==> src/rtl/irq_ctrl_pkg.sv <==
// Shared constants for the PicoBlaze interrupt controller: default port
// addresses, source count and the 2-bit FSM state encodings.
package irq_ctrl_pkg;

    localparam int         NUM_SRC          = 8;
    localparam logic [7:0] DEF_PORT_STATUS  = 8'h10;
    localparam logic [7:0] DEF_PORT_MASK    = 8'h11;

    typedef enum logic [1:0] {
        ST_IDLE    = 2'b00,
        ST_ASSERT  = 2'b01,
        ST_SERVICE = 2'b10
    } state_t;

endpackage

==> src/rtl/irq_ctrl_sync_edge.sv <==
// Per-source synchronizer chain followed by a rising-edge detector.
// rise is high for exactly one clock after the synchronized level goes 0->1.
module sync_edge #(
    parameter int STAGES = 2
) (
    input  logic clk,
    input  logic rst,
    input  logic src,
    output logic rise
);

    logic [STAGES-1:0] chain;
    logic              prev;

    // NOTE: clocked state uses non-blocking assignments so every flop samples
    // the pre-edge value of its neighbour, which is what makes a shift chain.
    always_ff @(posedge clk or posedge rst) begin
        if (rst) begin
            chain <= '0;
            prev  <= 1'b0;
        end else begin
            chain <= {chain[STAGES-2:0], src};
            prev  <= chain[STAGES-1];
        end
    end

    assign rise = chain[STAGES-1] & ~prev;

endmodule

==> src/rtl/irq_ctrl.sv <==
// PicoBlaze interrupt controller: 8 edge-triggered sources, pending/mask
// registers on the I/O bus and an IDLE/ASSERT/SERVICE handshake FSM.
module irq_ctrl
    import irq_ctrl_pkg::*;
#(
    parameter logic [7:0] PORT_STATUS = DEF_PORT_STATUS,
    parameter logic [7:0] PORT_MASK   = DEF_PORT_MASK,
    parameter int         SYNC_STAGES = 2
) (
    input  logic       clk,
    input  logic       rst,
    input  logic [7:0] irq_src,
    input  logic [7:0] port_id,
    input  logic       write_strobe,
    input  logic       read_strobe,
    input  logic [7:0] out_port,
    output logic [7:0] in_port,
    output logic       interrupt,
    input  logic       interrupt_ack
);

    logic [NUM_SRC-1:0] rise;
    logic [NUM_SRC-1:0] pending;
    logic [NUM_SRC-1:0] mask;
    state_t             state;
    logic               wr_status;
    logic               wr_mask;
    logic               unused_read_strobe;

    // Reads have no side effects, so the INPUT qualifier is not needed.
    assign unused_read_strobe = read_strobe;

    for (genvar i = 0; i < NUM_SRC; i++) begin : g_src
        sync_edge #(.STAGES(SYNC_STAGES)) u_sync_edge (
            .clk  (clk),
            .rst  (rst),
            .src  (irq_src[i]),
            .rise (rise[i])
        );
    end

    assign wr_status = write_strobe && (port_id == PORT_STATUS);
    assign wr_mask   = write_strobe && (port_id == PORT_MASK);

    always_ff @(posedge clk or posedge rst) begin
        if (rst) begin
            pending <= '0;
            mask    <= '0;
            in_port <= '0;
        end else begin
            // A new edge overrides a same-cycle write-1-to-clear.
            pending <= (pending & ~(wr_status ? out_port : 8'h00)) | rise;
            if (wr_mask)
                mask <= out_port;
            if (port_id == PORT_STATUS)
                in_port <= pending;
            else if (port_id == PORT_MASK)
                in_port <= mask;
            else
                in_port <= 8'h00;
        end
    end

    always_ff @(posedge clk or posedge rst) begin
        if (rst) begin
            state     <= ST_IDLE;
            interrupt <= 1'b0;
        end else begin
            case (state)
                ST_IDLE: begin
                    if (|(pending & mask)) begin
                        state     <= ST_ASSERT;
                        interrupt <= 1'b1;
                    end else begin
                        interrupt <= 1'b0;
                    end
                end
                ST_ASSERT: begin
                    // Held until acknowledged, even if the masked pending clears.
                    if (interrupt_ack) begin
                        state     <= ST_SERVICE;
                        interrupt <= 1'b0;
                    end else begin
                        interrupt <= 1'b1;
                    end
                end
                ST_SERVICE: begin
                    interrupt <= 1'b0;
                    if (wr_status)
                        state <= ST_IDLE;
                end
                default: begin
                    state     <= ST_IDLE;
                    interrupt <= 1'b0;
                end
            endcase
        end
    end

endmodule

==> config.mk <==
export PLATFORM = sky130hd
export DESIGN_NAME = irq_ctrl
export DESIGN_NICKNAME = d
export VERILOG_FILES = /design/src/rtl/irq_ctrl_pkg.sv /design/src/rtl/irq_ctrl_sync_edge.sv /design/src/rtl/irq_ctrl.sv
export SDC_FILE = /design/constraint.sdc
export NUM_CORES = 1
export LEC_CHECK = 0
export CELL_PAD_IN_SITES_DETAIL_PLACEMENT = 1
export CELL_PAD_IN_SITES_GLOBAL_PLACEMENT = 2
export CORE_MARGIN = 5
export CORE_UTILIZATION = 37
export CTS_CLUSTER_SIZE = 30
export DETAILED_ROUTE_END_ITERATION = 16
export PLACE_DENSITY_LB_ADDON = 0.1
export SLEW_MARGIN = 20
export SYNTH_ARGS = -nofsm -noshare
export SYNTH_HDL_FRONTEND = slang
export SYNTH_HIERARCHICAL = 1
export SYNTH_SLANG_ARGS = --single-unit
==> constraint.sdc <==
create_clock -name clk -period 2.5 [get_ports clk]
set_clock_uncertainty 0.05 [all_clocks]
set_input_delay 0.375 -clock clk [delete_from_list [all_inputs] [get_ports clk]]
set_output_delay 0.375 -clock clk [all_outputs]
set_load 0.02 [all_outputs]
### Metal layers overlaid

Drawn at 3 px/um.
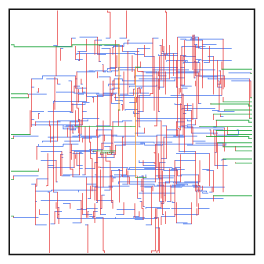
colour	layer	wire length
green	metal 3	277 um
orange	metal 4	58.5 um
red	metal 2	1810 um
blue	metal 1	1590 um

### Met3 routing

Drawn at 3 px/um.
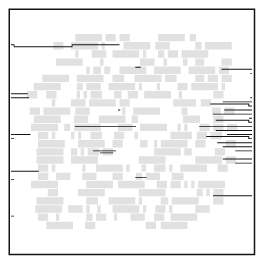
wire length on this layer	277 um
longest straight run	20.0 um
share of all routed wire	7.4%
met3 Usage GRT: 4.55%
Post-Route WL: 3740 um

==> job_summary.md <==
## PnR job results

| Metric | Value |
|---|---|
| Status | `completed` |
| Count of tool warnings | `27` |
| YS chip area | `1880 um^2` |
| Synth Area per Inst | `13.9 um^2` |
| Final WS setup | `0.542 ns` |
| Htree depth | `2` |
| Int Pwr | `1.19 mW` |
| Relative slew slack | `74.2%` |
| Seq share, synth | `67.9%` |
| Starting density of the core | `37.5%` |
| Vias in the first global route | `1356` |
| Top cells excl fill/tap | `dfrtp_1, clkdlybuf4s50_1, inv_1` |
| Final setup TNS | `0 ns` |
| Total GRT Usage | `13.4%` |
| Final Cell Area | `2450 um^2` |
| Worst setup path class | `in2reg` |
| DRC Markers | `0` |
| Static Leakage | `1.12 nW` |
| Syn Inst Count | `135` |
| Worst hold slack | `0.308 ns` |
| Diodes inserted | `0` |
| Fin crit share | `78.3%` |
| Max-Cap Viols | `0` |
| Die width | `81.3 um` |
| Area leader, netlist | `dfrtp_1` |
| MUX area fraction | `9.05%` |
| Initial drt markers | `49` |
| RSZ-0062 raised after global routing | `no` |
| Post-synthesis cell type count | `22` |
| Die Span Y | `81.3 um` |
| I/O Buffers | `36` |
### Clock distribution

Drawn at 4 px/um.
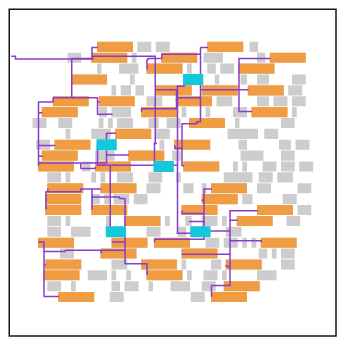
[cyan] clock drivers | count: 5
[purple] clock wires | length: 577 um
[orange] flip-flops | count: 51
routed clock nets	6
clk latency late pin: 0.29 ns
clock-net power: 0.470 mW
clock share of power: 30.4%

[critical path: stages]
cell and delay (ns):
clkdlybuf4s50_1 0.40, or4_4 0.58, nor3_4 0.24, buf_12 0.15
mux2_2 0.33
[worst paths after layout]
kind | startpoint | to | slack (ns)
min | g_src[7].u_sync_edge/chain[0] | g_src[7].u_sync_edge/chain[1] | 0.31
min reg2reg | g_src[7].u_sync_edge/chain[0] | g_src[7].u_sync_edge/chain[1] | 0.31
max | port_id[2] | mask[5] | 0.54
max reg2reg | pending[5] | state[0] | 1.19
min in group asynchronous | rst | g_src[2].u_sync_edge/chain[1] | 0.48
max in group asynchronous | rst | in_port[0] | 1.48
[layout make-up]
class                      instances  area, um^2  area share [%]
sequential                        51        1280            52.1
multi-input combinational         64         528            21.6
inverter                          18        67.6            2.76
tap                               70        87.6            3.58
clock inverter                     1        5.00           0.204
timing repair buffer              40         403            16.4
clock buffer                       6        82.6            3.37
[synth_stat cells]
| cell type | instances |
|---|---|
| dfrtp_1 | 51 |
| inv_1 | 18 |
| nor2_1 | 16 |
| a31oi_1 | 8 |
| mux2_2 | 8 |
| mux2i_1 | 8 |
| nor2b_4 | 8 |
| a221oi_1 | 2 |
| a22oi_1 | 2 |
| nand2_1 | 2 |
| a21oi_1 | 1 |
| a222oi_1 | 1 |
| and3_1 | 1 |
| buf_2 | 1 |
| clkbuf_1 | 1 |
| nand2b_1 | 1 |
| nor3_4 | 1 |
| nor4_4 | 1 |
| o22ai_1 | 1 |
| or2_2 | 1 |
| or3b_2 | 1 |
| or4_4 | 1 |
[per-layer routing]
layer | global-route usage (%) | wire [um] | up-vias
met4 | 5.07 | 58 | 0
li1 | - | - | 533
met1 | 16.1 | 1590 | 590
met3 | 4.55 | 277 | 5
met2 | 22.1 | 1810 | 36
met5 | 0 | 0 | -
No activity file was given, so power comes from the tool's default toggle rates.
